==> images/placement_by_type.png <==
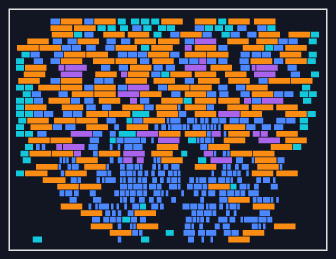
==> images/clocks.png <==
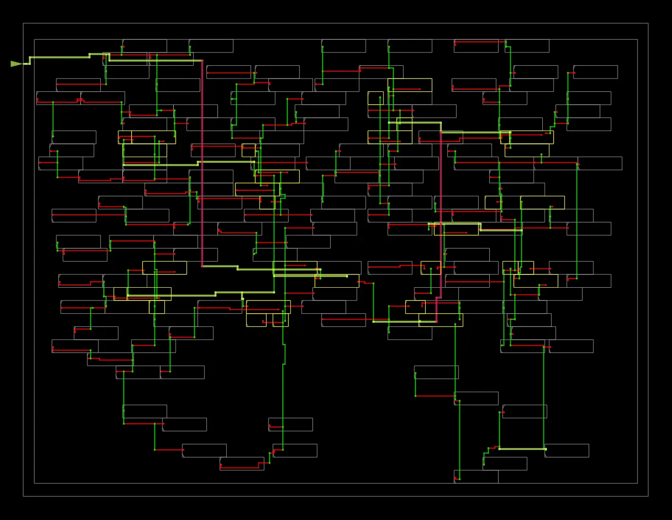
==> images/metal_density.png <==
The die is cut into 26 by 20 equal tiles; dark blue is low, red is high, scaled to the fullest tile. Values are wire area over tile area, all layers added.
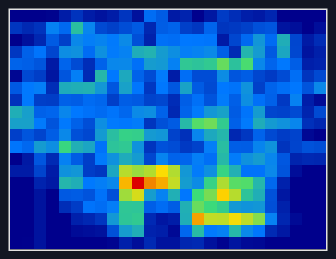
--- src/rtl/ir_nec_rx.sv ---
// NEC infrared receiver: synchroniser, glitch filter, 10 us width timing, frame/repeat decode, valid/ready result.
// Define IR_NEC_STRICT_EN to reject frames whose inverse address/command bytes do not match.
module ir_nec_rx #(
   parameter int CLK_HZ        = 25_000_000,
   parameter int TOL_PCT       = 25,
   parameter int FILTER_CYC    = 16,
   parameter int IN_ACTIVE_LOW = 1
) (
   input  logic        clk,
   input  logic        rst_n,
   input  logic        enable,
   input  logic        ir_input,
   input  logic        ready,
   output logic        valid,
   output logic [31:0] data,
   output logic [7:0]  addr,
   output logic [7:0]  cmd,
   output logic        repeat_f,
   output logic        overflow,
   output logic        err,
   output logic        busy,
   output logic [2:0]  state_o
);

   typedef enum logic [2:0] {
      S_IDLE, S_LEAD_MARK, S_LEAD_SPACE, S_BIT_MARK, S_BIT_SPACE, S_STOP_MARK, S_REP_MARK
   } state_t;

   localparam int   PRESC    = (CLK_HZ / 100_000 < 1) ? 1 : CLK_HZ / 100_000;
   localparam int   PW       = (PRESC > 1) ? $clog2(PRESC) : 1;
   localparam int   FW       = $clog2(FILTER_CYC + 1);
   localparam logic IDLE_LVL = (IN_ACTIVE_LOW != 0);

   function automatic logic [10:0] win(input int n_us, input int pct);
      return 11'((n_us * pct) / 1000);
   endfunction

   function automatic logic in_win(input logic [10:0] w, input logic [10:0] lo, input logic [10:0] hi);
      return (w >= lo) && (w <= hi);
   endfunction

   localparam logic [10:0] LM_LO = win(9000, 100 - TOL_PCT), LM_HI = win(9000, 100 + TOL_PCT);
   localparam logic [10:0] LS_LO = win(4500, 100 - TOL_PCT), LS_HI = win(4500, 100 + TOL_PCT);
   localparam logic [10:0] RS_LO = win(2250, 100 - TOL_PCT), RS_HI = win(2250, 100 + TOL_PCT);
   localparam logic [10:0] BM_LO = win(560,  100 - TOL_PCT), BM_HI = win(560,  100 + TOL_PCT);
   localparam logic [10:0] B1_LO = win(1690, 100 - TOL_PCT), B1_HI = win(1690, 100 + TOL_PCT);

   logic [1:0]    sync_q;
   logic          mark_s, filt_q, filt_d, rise, fall, edge_f;
   logic [FW-1:0] fcnt_q, fcnt_d;
   logic [PW-1:0] presc_q, presc_d;
   logic          tick, sat;
   logic [10:0]   width_q, width_d;
   state_t        state_q, state_d;
   logic [5:0]    bitcnt_q, bitcnt_d;
   logic [31:0]   shreg_q, shreg_d, last_q, last_d, data_q, data_d;
   logic          last_ok_q, last_ok_d, valid_q, valid_d, rep_q, rep_d, ovf_q, ovf_d, err_q;
   logic          err_evt, frame_done, rep_done, strict_ok;

   // Filtered level is 1 for a mark regardless of pin polarity.
   always_comb begin
      mark_s = (IN_ACTIVE_LOW != 0) ? ~sync_q[1] : sync_q[1];
      filt_d = filt_q;
      fcnt_d = '0;
      if (mark_s != filt_q) begin
         if (fcnt_q == FW'(FILTER_CYC - 1)) filt_d = mark_s;
         else                               fcnt_d = fcnt_q + FW'(1);
      end
      rise    = filt_d & ~filt_q;
      fall    = ~filt_d & filt_q;
      edge_f  = rise | fall;
      tick    = (presc_q == PW'(PRESC - 1));
      presc_d = tick ? '0 : presc_q + PW'(1);
      sat     = (width_q == 11'h7FF);
      width_d = width_q;
      if (!enable || edge_f)  width_d = '0;
      else if (tick && !sat)  width_d = width_q + 11'd1;
   end

`ifdef IR_NEC_STRICT_EN
   assign strict_ok = (shreg_q[15:8] == ~shreg_q[7:0]) && (shreg_q[31:24] == ~shreg_q[23:16]);
`else
   assign strict_ok = 1'b1;
`endif

   always_ff @(posedge clk or negedge rst_n) begin
      if (!rst_n) begin
         sync_q    <= {2{IDLE_LVL}};
         filt_q    <= 1'b0;
         fcnt_q    <= '0;
         presc_q   <= '0;
         width_q   <= '0;
         state_q   <= S_IDLE;
         bitcnt_q  <= '0;
         shreg_q   <= '0;
         last_q    <= '0;
         last_ok_q <= 1'b0;
         data_q    <= '0;
         valid_q   <= 1'b0;
         rep_q     <= 1'b0;
         ovf_q     <= 1'b0;
         err_q     <= 1'b0;
      end else begin
         sync_q    <= {sync_q[0], ir_input};
         filt_q    <= filt_d;
         fcnt_q    <= fcnt_d;
         presc_q   <= presc_d;
         width_q   <= width_d;
         state_q   <= state_d;
         bitcnt_q  <= bitcnt_d;
         shreg_q   <= shreg_d;
         last_q    <= last_d;
         last_ok_q <= last_ok_d;
         data_q    <= data_d;
         valid_q   <= valid_d;
         rep_q     <= rep_d;
         ovf_q     <= ovf_d;
         err_q     <= err_evt;
      end
   end

   // Every decision is taken on the filtered edge that ends the current mark or space.
   always_comb begin
      state_d    = state_q;
      bitcnt_d   = bitcnt_q;
      shreg_d    = shreg_q;
      err_evt    = 1'b0;
      frame_done = 1'b0;
      rep_done   = 1'b0;
      case (state_q)
         S_IDLE:       if (rise) state_d = S_LEAD_MARK;
         S_LEAD_MARK:  if (fall) begin
            if (in_win(width_q, LM_LO, LM_HI)) state_d = S_LEAD_SPACE;
            else                               err_evt = 1'b1;
         end
         S_LEAD_SPACE: if (rise) begin
            if (in_win(width_q, LS_LO, LS_HI)) begin
               state_d  = S_BIT_MARK;
               bitcnt_d = '0;
            end else if (in_win(width_q, RS_LO, RS_HI)) state_d = S_REP_MARK;
            else                                        err_evt = 1'b1;
         end
         S_BIT_MARK:   if (fall) begin
            if (in_win(width_q, BM_LO, BM_HI)) state_d = S_BIT_SPACE;
            else                               err_evt = 1'b1;
         end
         S_BIT_SPACE:  if (rise) begin
            if (in_win(width_q, BM_LO, BM_HI) || in_win(width_q, B1_LO, B1_HI)) begin
               shreg_d  = {in_win(width_q, B1_LO, B1_HI), shreg_q[31:1]};
               bitcnt_d = bitcnt_q + 6'd1;
               state_d  = (bitcnt_q == 6'd31) ? S_STOP_MARK : S_BIT_MARK;
            end else err_evt = 1'b1;
         end
         S_STOP_MARK:  if (fall) begin
            state_d = S_IDLE;
            if (in_win(width_q, BM_LO, BM_HI) && strict_ok) frame_done = 1'b1;
            else                                           err_evt    = 1'b1;
         end
         S_REP_MARK:   if (fall) begin
            state_d = S_IDLE;
            if (in_win(width_q, BM_LO, BM_HI) && last_ok_q) rep_done = 1'b1;
            else                                           err_evt  = 1'b1;
         end
         default:      state_d = S_IDLE;
      endcase
      if (state_q != S_IDLE && sat) begin
         err_evt    = 1'b1;
         frame_done = 1'b0;
         rep_done   = 1'b0;
      end
      if (err_evt) state_d = S_IDLE;
      if (!enable) begin
         state_d    = S_IDLE;
         bitcnt_d   = '0;
         err_evt    = 1'b0;
         frame_done = 1'b0;
         rep_done   = 1'b0;
      end
   end

   // Result register: a completion while a result is still pending is dropped and flagged.
   always_comb begin
      busy      = (state_q != S_IDLE);
      state_o   = state_q;
      last_d    = frame_done ? shreg_q : last_q;
      last_ok_d = err_evt ? 1'b0 : (frame_done ? 1'b1 : last_ok_q);
      data_d    = data_q;
      rep_d     = rep_q;
      valid_d   = valid_q;
      ovf_d     = ovf_q;
      if (valid_q && ready) begin
         valid_d = 1'b0;
         ovf_d   = 1'b0;
      end
      if (frame_done || rep_done) begin
         if (!valid_q || ready) begin
            data_d  = frame_done ? shreg_q : last_q;
            rep_d   = rep_done;
            valid_d = 1'b1;
         end else ovf_d = 1'b1;
      end
   end

   assign valid    = valid_q;
   assign data     = data_q;
   assign addr     = data_q[7:0];
   assign cmd      = data_q[23:16];
   assign repeat_f = rep_q;
   assign overflow = ovf_q;
   assign err      = err_q;

endmodule
--- config.mk ---
export PLATFORM = sky130hd
export DESIGN_NAME = ir_nec_rx
export DESIGN_NICKNAME = d
export VERILOG_FILES = /design/src/rtl/ir_nec_rx.sv
export SDC_FILE = /design/constraint.sdc
export NUM_CORES = 1
export LEC_CHECK = 0
export CORE_ASPECT_RATIO = 0.75
export CORE_MARGIN = 2
export CORE_UTILIZATION = 53
export CTS_CLUSTER_SIZE = 30
export DETAILED_ROUTE_END_ITERATION = 8
export PLACE_DENSITY = 0.75
export SKIP_CTS_REPAIR_TIMING = 1
export SYNTH_ARGS = -nofsm -noshare
export SYNTH_HDL_FRONTEND = slang
export SYNTH_SLANG_ARGS = --single-unit
--- constraint.sdc ---
create_clock -name clk -period 3.7 [get_ports clk]
set_input_delay 0.74 -clock clk [delete_from_list [all_inputs] [get_ports clk]]
set_output_delay 0.74 -clock clk [all_outputs]
set_load 0.05 [all_outputs]
==> ci_impl_report.md <==
## Synthesis and layout report

| Metric | Value |
|---|---|
| WL met3 | 676 microns |
| Crit path launch type | flop |
| Crit path launch | fcnt_q[0] |
| Compound Share, Synth | 7.76% |
| Met1 GRT Util | 31.4% |
| Critical-path cell list | ha_1 > nand3_1 > o31ai_1 > ha_1 > nand2b_1 > a21boi_0 > o22ai_1 > a311oi_1 > a2111o_1 > or3b_1 > a21oi_1 |
| Well Taps | 162 |
| Yosys warnings | 0 |
| Vias in the first global route | 4,108 |
| RSZ-0062 raised after global routing | no |
| Crit path capture type | flop |
| Worst hold endpoint | sync_q[1] |
| Buffers excl. clock | 67 |
| Comb group | 0.0496 mW |
| Comb pwr share | 1.6% |
| Post-Place Cells | 703 |
| Synth Seq Share | 54.3% |
| CP required | 4.04 ns |
| Final HPWL DP | 7970 microns |
| WP buf/inv | 0 |
| Layout clock area frac | 7.43% |
| DR iter-0 viols | 438 |
| TritonCTS clock tree | yes |
| Sequential share of power | 47.7% |
| Post-synthesis cell count | 521 |
| Yosys Instances | 521 |
| Yosys reg bits | 137 |
| MI comb cells | 324 |
| Chip area | 12,800 sq um |
| Chip area in the Yosys report | 6320 sq um |
| CP dominant cell by count | ha_1 |
| Logic area | 2580 sq um |
| Clock Path Buffers | 2 |
| TNS Setup | 0 ns |
| First-pass DRT Iterations | 5 |
| Tool warnings | 30 |
| Clock network fraction of total power | 50.7% |
| Met2 layer usage reported by global route | 31.0% |
| Switching pwr | 0.756 mW |
| P_seq | 1.51 mW |
| Post-route DRC | 0 |
| Antenna Nets Post-Route | 0 |
| GRT Max-Usage Layer | met1 |
| Synth mux share | 17.6% |
| Tightest Hold Check Type | reg2reg |
| Simple-gate portion of the synthesized area | 11.3% |
| Diode count | 0 |
| Die Y | 98.6 microns |
| Top cells by area | dfrtp_1, mux2_2, buf_4, nor2_1, ha_1 |
| R2r setup slk | 0.62 ns |
| Cell area after placement | 6940 sq um |
| Relative slew margins | 45.9% |
| Dominant logic cell type in the layout | dfrtp_1 |
| Number of enable flip-flop cells | 0 |
| Area Overhead vs Synth | 18.6% |
| Share of post-route cells with drive strength above 1 | 25.1% |
| Vias per inst | 5.67 |
| Worst Max-Slew Pin Slew | 0.811 ns |
| Top pwr grp | the clock network |
| Total of max-cap violations | 0 |
| Slowest stage delay, CP | 0.50 ns |
| Max FO, Critical Path | 5 |
| Filler cell count in the final layout | 852 |
| Ys async rst share | 100% |
| Top cells excl fill/tap | dfrtp_1, mux2_2, clkdlybuf4s50_1, nor2_1, nand2_1 |
| Finished Layout Cells | 735 |
| Switching share of power | 24.0% |
| CP Class | reg2reg |
| Max Slew Vio Count | 0 |
| F_max | 0.325 GHz |
| Tcrit/Tclk final | 83.2% |
| Comb area leader | multiplexers |
| Critical path depth | 11 |
| Xor+xnor area frac | 2.22% |
| CTS H-tree lvls | 4 |
| WL met1 | 5840 microns |
| Num ports | 61 |
| Synth cell count leaders | dfrtp_1, mux2_2, nor2_1 |
| Power Total | 3.15 mW |
| Logic share of the area | 34.4% |
| Non-clock inverter total of the final layout | 13 |
| Clock Sinks | 137 |
| Pin count of the biggest net entering global routing | 89 |
| Clock buffer count | 17 |
| Clock slew at reported path FFs | 0.06 ns |
| Syn Area/Cell | 12.1 sq um |
| CP delay by family, top | AND-OR/OR-AND gates |
| Top-area cell share | 53.4% |
| Slowest-stage cell, CP | a2111o_1 |
| Status | complete, no violations |
| First-pass GRT wire length | 21,200 microns |
| Worst hold margin | 0.357 ns |
| Grt ovf | 0 |
| Setup Slack @ Placement | 0.687 ns |
| GR Util met3 | 5.86% |
| Ys flop type | dfrtp_1 |
| Synth top cell by count | dfrtp_1 |
| Static leakage | 3.47 nW |
| Dominant class by area | registers |
| Minimum clock period | 3.08 ns |
| Highest metal used | met4 |
| IO Port Bufs | 60 |
| Netlist cell types | 61 |
| FF-to-FF Start | fcnt_q[0] |
| WHS Path Cells | 0 |
| Maximum vdd drop | 342 uV |
| Crit path DAT | 3.42 ns |
| Setup-failing EPs final | 0 |
| Clock net power | 1.60 mW |
| Final Hold Viols | 0 |
| Synth Net Count | 535 |
About placement_by_type.png:
- cyan: remaining buffers and delay cells (cells 67; share of their area 9.3%)
- blue: combinational and other logic (cells 337; share of their area 36%)
- purple: clock drivers and dummy loads (cells 32; share of their area 7.6%)
- orange: sequential cells (cells 137; share of their area 47%)
Core Util, Final: 64.5%
flop share of the area: 45.8%
post-route cell area: 7490 sq um
CORE AREA: 11,600 sq um
Core Rows: 34

About clocks.png:
clk_skew: 0.0104 ns
clk_lat worst skew: 0.41 ns
CTS Buf Count: 17
Seq cells: 137

About metal_density.png:
- densest ninth of the die: bottom centre
- emptiest ninth of the die: lower left
- fullest tile: 0.72
- mean over tiles: 0.15
- tiles over half the peak: 5.8%
Routed WL per cell: 16.9 microns
GRT Total Usage: 21.1%
Vias: 4,164
final wirelength: 12,400 microns

Power is estimated from default activity; no workload was simulated.
